**Run 1: zoomed window**

Region (22, 5) to (62, 45) um. Cells in grey, sequential cells in the stronger grey; small squares are vias.
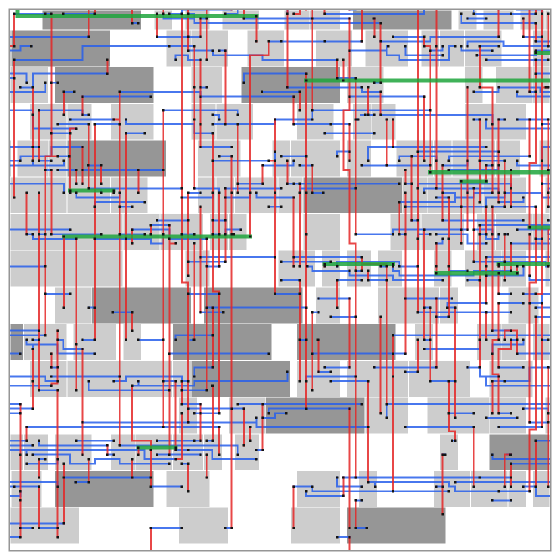
**Run 1: the metal 3 layer**

Scale bar: 20 um.
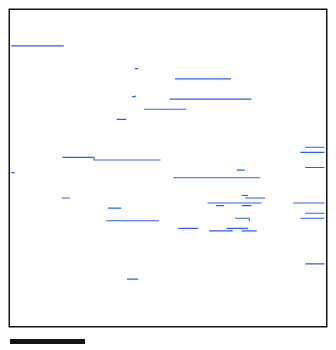
**Run 1: routed metal, one colour a layer**

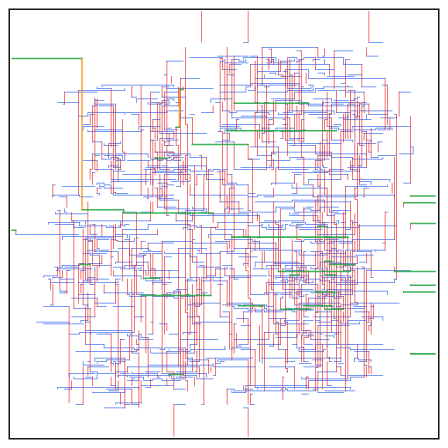
**src/rtl/light_fade_driver_pkg.sv**
```systemverilog
// Shared types and helpers for the lamp fade driver: ramp FSM states and width math.
package light_fade_driver_pkg;

  typedef enum logic [1:0] {
    StIdleOff  = 2'd0,
    StRampUp   = 2'd1,
    StIdleOn   = 2'd2,
    StRampDown = 2'd3
  } state_e;

  function automatic int unsigned duty_max(input int unsigned width);
    return (32'd1 << width) - 32'd1;
  endfunction

  // Bits needed to hold values 0..value-1 (at least one bit).
  function automatic int unsigned clogb2(input int unsigned value);
    int unsigned w;
    w = 1;
    while ((64'd1 << w) < 64'(value)) w++;
    return w;
  endfunction

endpackage

```
**src/rtl/light_fade_driver_if.sv**
```systemverilog
// Level-in / lamp-out bundle between the toggle-light stage and the fade driver.
interface light_fade_driver_if #(
  parameter int unsigned PWM_WIDTH = 8
) ();
  logic                 toglite_state;
  logic                 light_pwm;
  logic [PWM_WIDTH-1:0] duty_level;
  logic                 fading;
  logic                 lockout;

  modport master (
    output toglite_state,
    input  light_pwm, duty_level, fading, lockout
  );

  modport slave (
    input  toglite_state,
    output light_pwm, duty_level, fading, lockout
  );
endinterface

```
**src/rtl/light_fade_driver_pwm_generator.sv**
```systemverilog
// Free-running PWM with a per-period shadow duty so mid-period duty changes never glitch.
module light_fade_driver_pwm_generator
  import light_fade_driver_pkg::*;
#(
  parameter int unsigned PWM_WIDTH = 8
) (
  input  logic                 clock,
  input  logic                 nreset,
  input  logic [PWM_WIDTH-1:0] duty,
  output logic                 light_pwm
);

  localparam logic [PWM_WIDTH-1:0] CntLast = PWM_WIDTH'(duty_max(PWM_WIDTH) - 1);

  logic [PWM_WIDTH-1:0] cnt_q, cnt_d;
  logic [PWM_WIDTH-1:0] shadow_q, shadow_d;
  logic                 pwm_q, pwm_d;

  // Compare against the value latched for this period, including the load cycle itself.
  always_comb begin
    cnt_d    = (cnt_q == CntLast) ? '0 : cnt_q + PWM_WIDTH'(1);
    shadow_d = (cnt_q == '0) ? duty : shadow_q;
    pwm_d    = (cnt_q < shadow_d);
  end

  always_ff @(posedge clock) begin
    if (!nreset) begin
      cnt_q    <= '0;
      shadow_q <= '0;
      pwm_q    <= 1'b0;
    end else begin
      cnt_q    <= cnt_d;
      shadow_q <= shadow_d;
      pwm_q    <= pwm_d;
    end
  end

  assign light_pwm = pwm_q;

endmodule

```
**src/rtl/light_fade_driver.sv**
```systemverilog
// Turns on/off changes of toglite_state into linear PWM duty fades, with a hold-off
// after each accepted change so bursts of misdetections cannot flicker the lamp.
module light_fade_driver
  import light_fade_driver_pkg::*;
#(
  parameter int unsigned PWM_WIDTH        = 8,
  parameter int unsigned FADE_STEP_CYCLES = 1024,
  parameter int unsigned MIN_HOLD_CYCLES  = 50000
) (
  input  logic                clock,
  input  logic                nreset,
  light_fade_driver_if.slave  bus
);

  localparam int unsigned HoldW = clogb2(MIN_HOLD_CYCLES + 1);
  localparam int unsigned StepW = clogb2(FADE_STEP_CYCLES);

  localparam logic [HoldW-1:0]     HoldLoad = HoldW'(MIN_HOLD_CYCLES);
  localparam logic [StepW-1:0]     StepLast = StepW'(FADE_STEP_CYCLES - 1);
  localparam logic [PWM_WIDTH-1:0] DutyTop  = PWM_WIDTH'(duty_max(PWM_WIDTH));

  state_e               state_q, state_d;
  logic                 target_q, target_d;
  logic [HoldW-1:0]     hold_q, hold_d;
  logic [StepW-1:0]     step_q, step_d;
  logic [PWM_WIDTH-1:0] duty_q, duty_d;
  logic                 accept;
  logic                 step_tick;

  always_comb begin
    state_d   = state_q;
    target_d  = target_q;
    hold_d    = hold_q;
    step_d    = step_q;
    duty_d    = duty_q;
    accept    = (hold_q == '0) && (bus.toglite_state != target_q);
    step_tick = (step_q == StepLast);

    if (hold_q != '0) hold_d = hold_q - HoldW'(1);

    // A newly accepted level wins over any step due this cycle.
    if (accept) begin
      target_d = bus.toglite_state;
      hold_d   = HoldLoad;
      step_d   = '0;
      state_d  = bus.toglite_state ? StRampUp : StRampDown;
    end else begin
      case (state_q)
        StRampUp: begin
          if (duty_q == DutyTop) begin
            state_d = StIdleOn;
          end else if (step_tick) begin
            step_d = '0;
            duty_d = duty_q + PWM_WIDTH'(1);
            if (duty_d == DutyTop) state_d = StIdleOn;
          end else begin
            step_d = step_q + StepW'(1);
          end
        end
        StRampDown: begin
          if (duty_q == '0) begin
            state_d = StIdleOff;
          end else if (step_tick) begin
            step_d = '0;
            duty_d = duty_q - PWM_WIDTH'(1);
            if (duty_d == '0) state_d = StIdleOff;
          end else begin
            step_d = step_q + StepW'(1);
          end
        end
        StIdleOn, StIdleOff: step_d = '0;
        default: state_d = StIdleOff;
      endcase
    end
  end

  always_ff @(posedge clock) begin
    if (!nreset) begin
      state_q  <= StIdleOff;
      target_q <= 1'b0;
      hold_q   <= '0;
      step_q   <= '0;
      duty_q   <= '0;
    end else begin
      state_q  <= state_d;
      target_q <= target_d;
      hold_q   <= hold_d;
      step_q   <= step_d;
      duty_q   <= duty_d;
    end
  end

  light_fade_driver_pwm_generator #(
    .PWM_WIDTH (PWM_WIDTH)
  ) u_pwm (
    .clock     (clock),
    .nreset    (nreset),
    .duty      (duty_q),
    .light_pwm (bus.light_pwm)
  );

  assign bus.duty_level = duty_q;
  assign bus.fading     = (state_q == StRampUp) || (state_q == StRampDown);
  assign bus.lockout    = (hold_q != '0);

endmodule

```
**src/flat_wrapper.sv**
```systemverilog
// flat-port wrapper written by rule: the top's interface ports become plain ports
module light_fade_driver_flat import light_fade_driver_pkg::*;
#(
  parameter int unsigned PWM_WIDTH        = 8,
  parameter int unsigned FADE_STEP_CYCLES = 1024,
  parameter int unsigned MIN_HOLD_CYCLES  = 50000
)
  (clock, nreset, bus_toglite_state, bus_light_pwm, bus_duty_level, bus_fading, bus_lockout);
  light_fade_driver_if #(.PWM_WIDTH(PWM_WIDTH)) bus_i ();
  input  logic clock;
  input  logic nreset;
  input wire logic [$bits(bus_i.toglite_state)-1:0] bus_toglite_state;
  output wire logic [$bits(bus_i.light_pwm)-1:0] bus_light_pwm;
  output wire logic [$bits(bus_i.duty_level)-1:0] bus_duty_level;
  output wire logic [$bits(bus_i.fading)-1:0] bus_fading;
  output wire logic [$bits(bus_i.lockout)-1:0] bus_lockout;
  assign bus_i.toglite_state = bus_toglite_state;
  assign bus_light_pwm = bus_i.light_pwm;
  assign bus_duty_level = bus_i.duty_level;
  assign bus_fading = bus_i.fading;
  assign bus_lockout = bus_i.lockout;
  light_fade_driver #(.PWM_WIDTH(PWM_WIDTH), .FADE_STEP_CYCLES(FADE_STEP_CYCLES), .MIN_HOLD_CYCLES(MIN_HOLD_CYCLES)) u_core (.clock(clock), .nreset(nreset), .bus(bus_i));
endmodule
```
**config.mk**
```make
export PLATFORM = sky130hd
export DESIGN_NAME = light_fade_driver_flat
export DESIGN_NICKNAME = d
export VERILOG_FILES = /design/src/rtl/light_fade_driver_pkg.sv /design/src/rtl/light_fade_driver_if.sv /design/src/rtl/light_fade_driver_pwm_generator.sv /design/src/rtl/light_fade_driver.sv /design/src/flat_wrapper.sv
export SDC_FILE = /design/constraint.sdc
export NUM_CORES = 1
export LEC_CHECK = 0
export CORE_MARGIN = 5
export CORE_UTILIZATION = 55
export CTS_BUF_LIST = sky130_fd_sc_hd__clkbuf_4
export DETAILED_ROUTE_END_ITERATION = 8
export PLACE_DENSITY = 0.73
export SYNTH_ARGS = -nofsm -noshare
export SYNTH_HDL_FRONTEND = slang
export SYNTH_HIERARCHICAL = 1
export SYNTH_SLANG_ARGS = --single-unit
```
**constraint.sdc**
```tcl
create_clock -name clock -period 3.15 [get_ports clock]
set_input_delay 0.4725 -clock clock [delete_from_list [all_inputs] [get_ports clock]]
set_output_delay 0.4725 -clock clock [all_outputs]
set_load 0.02 [all_outputs]
```
==> results.sh, run 1 <==
# source this file to load flow results
export IMPL_cts_sinks=54
export IMPL_startpoint_type="flip-flop"
export IMPL_numSynthFlops=54
export IMPL_maxCapViolCount=0
export IMPL_cts_hold_buf=0
export IMPL_p_switching_mw=0.815
export IMPL_dpl_instance_area_mm2=0.00324
export IMPL_synth_distinct_cells=61
export IMPL_htreeDepth=2
export IMPL_combPwrFrac_pct=38.3
export IMPL_port_buffers=13
export IMPL_syn_area_mm2=0.00307
export IMPL_finalCritPeriodShare_pct=87.7
export IMPL_final_cell_mix="dfxtp_1, nor2_1, nand2_1"
export IMPL_largest_area_cell="dfxtp_1"
export IMPL_fp_row_count=27
export IMPL_critPathCaptureType="output pin"
export IMPL_num_vias=2487
export IMPL_io_pins=14
export IMPL_ys_flop_type="dfxtp_1"
export IMPL_route_detailed_drc=0
export IMPL_ys_area_mm2=0.00307
export IMPL_setup_tns_ps=0
export IMPL_grt_pass1_wl_um=10600
export IMPL_fin_crit_ps=2760
export IMPL_ir_drop_mv=0.632
export IMPL_lay_top_count="dfxtp_1"
export IMPL_cts_resized=0
export IMPL_path_clk_slew_ps=150
export IMPL_intPower_mw=1.36
export IMPL_antenna_found_initial=0
export IMPL_core_area_mm2=0.00547
export IMPL_worst_setup_path_type="reg -> out"
export IMPL_avgSynthCellArea_um2=8.68
export IMPL_synthArstFlopShare_pct=0
export IMPL_synth_top_area_share_pct=35.2
export IMPL_dr_pass1_iters=4
export IMPL_ys_cells=354
export IMPL_yosys_warnings=6
export IMPL_worstMarginPinSlew_ps=553
export IMPL_postSynthSeqShare_pct=35.2
export IMPL_grt_max_degree=18
export IMPL_rsz0062_at_grt="no"
export IMPL_place_ws_ps=527
export IMPL_synth_cells=354
export IMPL_first_global_vias=2366
export IMPL_top_cells_by_area="dfxtp_1, ha_1, nor2_1"
export IMPL_die_area_mm2=0.00718
export IMPL_fin_worst_skew_ps=17.9
export IMPL_drive_above_1_share_pct=8.24
export IMPL_fin_hold_ws_ps=524
export IMPL_dieHeight_um=84.8
export IMPL_antenna_cells=0
export IMPL_wl_um=6150
export IMPL_crit_required_ps=2680
export IMPL_pwr_share_clk_pct=18.0
export IMPL_power_density_mw_per_mm2=654
export IMPL_final_nets=384
export IMPL_fp_util_pct=56.2
export IMPL_track_usage_pct=17.7
export IMPL_gr_total_overflow=0
export IMPL_dp_hpwl_um=4330
export IMPL_avgViaCountPerCell=5.70
export IMPL_drtIter0Drc=107
export IMPL_fmax_ghz=0.362
export IMPL_cp_max_fo=9
export IMPL_power_share_switching_pct=37.5
export IMPL_min_path_type="reg -> reg"
export IMPL_place_gp_congestion=0.827
export IMPL_cts_tree="built"
export IMPL_cts_buffers=5
export IMPL_postRouteAntennaNets=0
export IMPL_warnings=33
export IMPL_worst_slack_ps=386
export IMPL_worst_skew_pair_late_latency_ps=370
export IMPL_outcome="finished clean"
export IMPL_clockBufferDepth=2
export IMPL_final_area_mm2=0.00332
## Picture notes: 'zoomed window'
Key: green = metal 3; blue = metal 1; red = metal 2
Netlist names of flops here include u_core/hold_q (8), u_core/bus.duty_level (4), u_core/state_q (2). Sequential cells in the window: 16. 129 logic cells have their middle in the window. Most frequent: dfxtp_1 (16), nor2_1 (12), a21oi_1 (9).

## Picture notes: 'the metal 3 layer'
The wires run mostly horizontal. The layer holds 3.7% of the routed length. The longest straight run is 23.0 um.

## Picture notes: 'routed metal, one colour a layer'
Key: orange = metal 4 [wire length 37.2 um]; green = metal 3 [wire length 228 um]; red = metal 2 [wire length 2910 um]; blue = metal 1 [wire length 2980 um]

run 1: sequential cells by signal, indices dropped and copies added (netlist names):
register	count
u_core/bus.duty_level	8
u_core/hold_q	16
u_core/state_q	2
u_core/step_q	10
u_core/target_q	1
u_core/u_pwm/cnt_q	8
u_core/u_pwm/light_pwm	1
u_core/u_pwm/shadow_q	8
run 1: kinds of logic after synthesis:
| family | share of synthesized area, % |
|---|---|
| simple gates | 27.0 |
| compound gates | 13.4 |
| flops | 35.2 |
| buf+inv | 4.64 |
| xor+xnor | 7.98 |
| fa+ha+maj | 7.33 |
| mux | 4.56 |
run 1: area by class of cell:
type | count | area [um2]
repair buffers | 19 | 175
fillers | 501 | 2150
multi-input cells | 271 | 1850
well taps | 72 | 90.1
inverters | 12 | 45.0
flip-flops and latches | 54 | 1080
clock inverters | 3 | 45.0
clock buffers | 5 | 37.5
run 1: metrics by stage:
stage / instances / utilization, % / power (mW)
2_1_floorplan: 354 / - / 1.63
3_3_place_gp: 428 / 59.2 / 1.77
3_5_place_dp: 428 / 59.2 / 1.79
4_1_cts: 436 / 60.7 / 2.20
5_1_grt: 436 / 60.7 / 2.35
6_report: 436 / 60.7 / 2.17
run 1: Yosys cell counts (all sizes together) (2+ instances only):
master / instances
and2: 3
o22ai: 2
buf: 7
o21ai: 7
or4: 4
and4: 2
a31oi: 2
nand2: 27
nor4b: 2
nor3: 12
and3: 5
xor2: 15
nor2: 51
a311oi: 5
nor2b: 2
mux2i: 14
or3: 2
nand3: 15
clkbuf: 9
dfxtp: 54
a211oi: 10
o31ai: 5
o211ai: 2
xnor2: 13
nor4: 7
inv: 11
ha: 18
nand4: 12
a21oi: 15
nand2b: 4
run 1: layer usage:
metal	wire length (um)	part of all wire (%)	global-route usage [%]
met2	2910	47	30.0
met1	2980	48	22.6
met5	0	0	0
met4	37	0.60	5.61
met3	228	3.7	3.53
run 1: power groups by stage:
stage               Clock [mW]  Sequential (mW)  Combinational (mW)
detailed placement           0            0.961               0.833
CTS                      0.406            0.949               0.840
finish                   0.392            0.950               0.833
global route             0.439            0.972               0.938
global placement             0            0.958               0.816
floorplan                    0            0.925               0.705
run 1: worst paths after layout:
| kind | start | slack, ps | depth (start not counted) | end |
|---|---|---|---|---|
| setup / recovery | u_core/hold_q[0]$_SDFFE_PP0N_ | 390 | 5 | bus_lockout |
| hold / removal | u_core/hold_q[6]$_SDFFE_PN0P_ | 520 | 1 | u_core/hold_q[6]$_SDFFE_PN0P_ |
| setup reg to reg | u_core/u_pwm/cnt_q[4]$_SDFF_PP0_ | 530 | 8 | u_core/u_pwm/light_pwm$_SDFF_PN0_ |
| hold reg to reg | u_core/hold_q[6]$_SDFFE_PN0P_ | 520 | 1 | u_core/hold_q[6]$_SDFFE_PN0P_ |
run 1: worst max-delay path: stages (launching register included):
cell,delay (ps)
dfxtp_1,390
inv_1,100
ha_1,140
nor4b_2,370
nand4_2,300
clkdlybuf4s50_1,630
**Run 1: clock distribution**

Scale bar: 20 um.
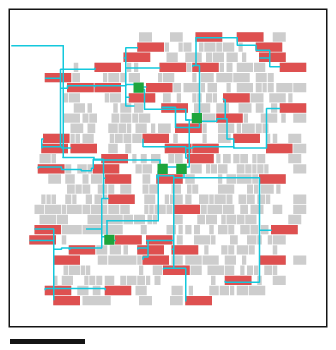

==> inputs of run 2 (changes only) <==
--- a/config.mk
+++ b/config.mk
@@ -10,6 +10,7 @@
 export CTS_BUF_LIST = sky130_fd_sc_hd__clkbuf_4
 export DETAILED_ROUTE_END_ITERATION = 8
 export PLACE_DENSITY = 0.73
+export SLEW_MARGIN = 20
 export SYNTH_ARGS = -nofsm -noshare
 export SYNTH_HDL_FRONTEND = slang
 export SYNTH_HIERARCHICAL = 1
==> constraint.sdc (replaced) <==
create_clock -name clock -period 3 [get_ports clock]
set_input_delay 0.45 -clock clock [delete_from_list [all_inputs] [get_ports clock]]
set_output_delay 0.45 -clock clock [all_outputs]
set_load 0.02 [all_outputs]
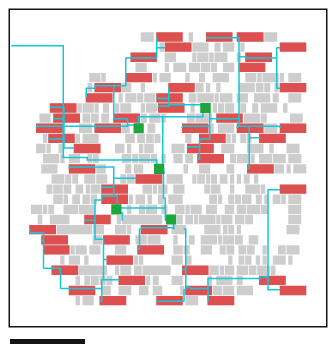
**Above:** run 2 (clock distribution).
Scale bar: 20 um.
Key: red = flip-flops [count 54]; green = clock drivers [count 5]; cyan = clock wires [length 611 um]
There are 6 routed clock nets.

==> results.sh, run 2 <==
# source this file to load flow results
export IMPL_grt_pass1_wl_um=10900
export IMPL_clockBufferDepth=2
export IMPL_final_area_mm2=0.00334
export IMPL_reg2reg_depth=10
export IMPL_dieHeight_um=84.8
export IMPL_track_usage_pct=17.9
export IMPL_drv_slew=0
export IMPL_cp_max_fo=5
export IMPL_route_detailed_drc=0
export IMPL_p_seq_share_pct=43.3
export IMPL_outcome="finished clean"
export IMPL_avgViaCountPerCell=5.81
export IMPL_dr_pass1_iters=5
export IMPL_place_gp_congestion=0.867
export IMPL_lay_top_count="dfxtp_1"
export IMPL_synth_top_area_share_pct=35.2
export IMPL_dp_cells=429
export IMPL_ys_flop_type="dfxtp_1"
export IMPL_synth_cells=354
export IMPL_worst_skew_pair_late_latency_ps=370
export IMPL_cp_buffers_inverters=2
export IMPL_fin_hold_ws_ps=524
export IMPL_max_stage_delay_ps=570
export IMPL_dpl_instance_area_mm2=0.00325
export IMPL_wl_um=6200
export IMPL_postSynthSeqShare_pct=35.2
export IMPL_worst_setup_path_type="reg -> out"
export IMPL_clockRootBuffer="clkbuf_4"
export IMPL_slowest_stage="clkdlybuf4s50_1"
export IMPL_core_area_mm2=0.00547
export IMPL_critPathCaptureType="output pin"
export IMPL_top_register="u_core/hold_q"
export IMPL_place_ws_ps=573
export IMPL_edf_count=0
export IMPL_critPathArrivalTime_ps=2120
export IMPL_hold_depth=1
export IMPL_final_cell_mix="dfxtp_1, nor2_1, nand2_1"
export IMPL_io_pins=14
export IMPL_finalHoldViolCount=0
export IMPL_power_density_mw_per_mm2=690
export IMPL_yosys_area_share_simple_pct=27.0
export IMPL_cts_resized=0
export IMPL_die_area_mm2=0.00718
export IMPL_grt_max_degree=19
export IMPL_fp_row_count=27
export IMPL_avgSynthCellArea_um2=8.68
export IMPL_gr_total_overflow=0
export IMPL_ys_top_logic_family="simple AND/OR/NAND/NOR gates"
export IMPL_synth_most_common_cell="dfxtp_1"
export IMPL_ys_area_mm2=0.00307
export IMPL_postRouteAntennaNets=0
export IMPL_dp_hpwl_um=4510
export IMPL_antenna_cells=0
export IMPL_port_buffers=13
export IMPL_largest_reg_flops=16
export IMPL_pwr_share_clk_pct=18.3
export IMPL_cts_tree="built"
export IMPL_warnings=33
export IMPL_setup_tns_ps=0
export IMPL_max_slew_margin_pct=60.5
export IMPL_startpoint_type="flip-flop"
export IMPL_final_nets=385
export IMPL_drtIter0Drc=118
export IMPL_ys_cells=354
export IMPL_die_w_um=84.8
export IMPL_utilization_pct=61.0
export IMPL_nFillCells=485
export IMPL_ir_drop_mv=0.558
export IMPL_numSynthFlops=54
export IMPL_fp_util_pct=56.2
export IMPL_maxCapViolCount=0
export IMPL_path_depth=5
export IMPL_leakage_nw=1.29
export IMPL_crit_required_ps=2550
export IMPL_first_global_vias=2400
export IMPL_antenna_found_initial=0
export IMPL_num_vias=2538
export IMPL_worst_slack_ps=433
export IMPL_drive_above_1_share_pct=8.49
export IMPL_min_path_type="reg -> reg"
export IMPL_htreeDepth=2
export IMPL_p_total_mw=2.30
export IMPL_top_cells_by_count="dfxtp_1, nor2_1, nand2_1, ha_1"
export IMPL_worstMarginPinSlew_ps=587
export IMPL_cts_buffers=5
export IMPL_reg_largest_list="u_core/hold_q: 16 flops, u_core/step_q: 10 flops"
export IMPL_setup_viol=0
export IMPL_fmax_ghz=0.390
export IMPL_cts_setup_buffers=0
export IMPL_path_cells="inv_1 -> ha_1 -> nor4b_2 -> nand4_2 -> clkdlybuf4s50_1"
export IMPL_largest_area_cell="dfxtp_1"
export IMPL_path_clk_slew_ps=170
export IMPL_synthArstFlopShare_pct=0
export IMPL_rsz0062_at_grt="no"
export IMPL_cts_hold_buf=0
export IMPL_power_share_switching_pct=37.6
export IMPL_yosys_warnings=6
export IMPL_syn_nets=375
export IMPL_finalCritPeriodShare_pct=85.6
export IMPL_syn_area_mm2=0.00307
export IMPL_combPwrFrac_pct=38.4
export IMPL_stdcell_count=437
export IMPL_xor_share_pct=7.98
export IMPL_wire_per_inst_um=14.2
export IMPL_fin_crit_ps=2570
export IMPL_fin_worst_skew_ps=10.2
export IMPL_adder_share_pct=7.33
export IMPL_path_delay_family="buffers and inverters"
export IMPL_syn_to_final_growth_pct=8.51
export IMPL_p_switching_mw=0.867
export IMPL_ys_sh_aoi_pct=13.3
export IMPL_top_cells_by_area="dfxtp_1, ha_1, nor2_1"
export IMPL_mux_area_share_pct=4.56
export IMPL_synth_distinct_cells=61
export IMPL_intPower_mw=1.44
export IMPL_cts_sinks=54
-- run 2: routing by layer --
metal  GRT usage [%]  vias up  wire length, um
li1                -     1292                -
met1            22.4     1207             2930
met2            31.5       35             3010
met3            3.93        4              214
met4            4.03        0               44
met5               0        -                0
-- run 2: cell type report --
type	count	area, um2	area share [%]
Multi-Input combinational cell	271	1850	55.5
Tap cell	72	90.1	2.70
Clock buffer	5	37.5	1.13
Clock inverter	3	48.8	1.46
Timing Repair Buffer	20	183	5.48
Sequential cell	54	1080	32.4
Inverter	12	45.0	1.35
-- run 2: path summary, 6_finish.rpt --
| path | end | slack (ps) | startpoint |
|---|---|---|---|
| setup / recovery | bus_lockout | 430 | u_core/hold_q[0]$_SDFFE_PP0N_ |
| hold reg to reg | u_core/u_pwm/cnt_q[0]$_SDFF_PP0_ | 520 | u_core/u_pwm/cnt_q[0]$_SDFF_PP0_ |
| setup reg to reg | u_core/u_pwm/light_pwm$_SDFF_PN0_ | 540 | u_core/u_pwm/cnt_q[0]$_SDFF_PP0_ |
| hold / removal | u_core/u_pwm/cnt_q[0]$_SDFF_PP0_ | 520 | u_core/u_pwm/cnt_q[0]$_SDFF_PP0_ |
-- run 2: cells by family after synthesis --
logic type	Yosys count
AND-OR/OR-AND	57
XOR/XNOR	28
buffers and inverters	29
adder cells (fa/ha/maj)	18
AND/OR/NAND/NOR	154
flip-flops	54
multiplexers	14
-- run 2: power by group through the flow --
| stage | Combinational [mW] | Clock, mW | Sequential, mW |
|---|---|---|---|
| global placement | 0.860 | 0 | 1.01 |
| finish | 0.884 | 0.422 | 0.997 |
| global route | 0.978 | 0.472 | 1.02 |
| floorplan | 0.740 | 0 | 0.971 |
| CTS | 0.891 | 0.440 | 0.996 |
| detailed placement | 0.884 | 0 | 1.01 |
-- run 2: worst reg2reg max path: stages, from the launching register on --
cell       delay, ps
dfxtp_1          450
inv_1            120
ha_1             210
nand3_1           60
buf_4            200
mux2i_1          260
ha_1             290
a21oi_1          170
nand2_1           60
a2111oi_0        410
o31a_1           200
Power figures rest on the tool's default switching activity, not on a simulated workload.
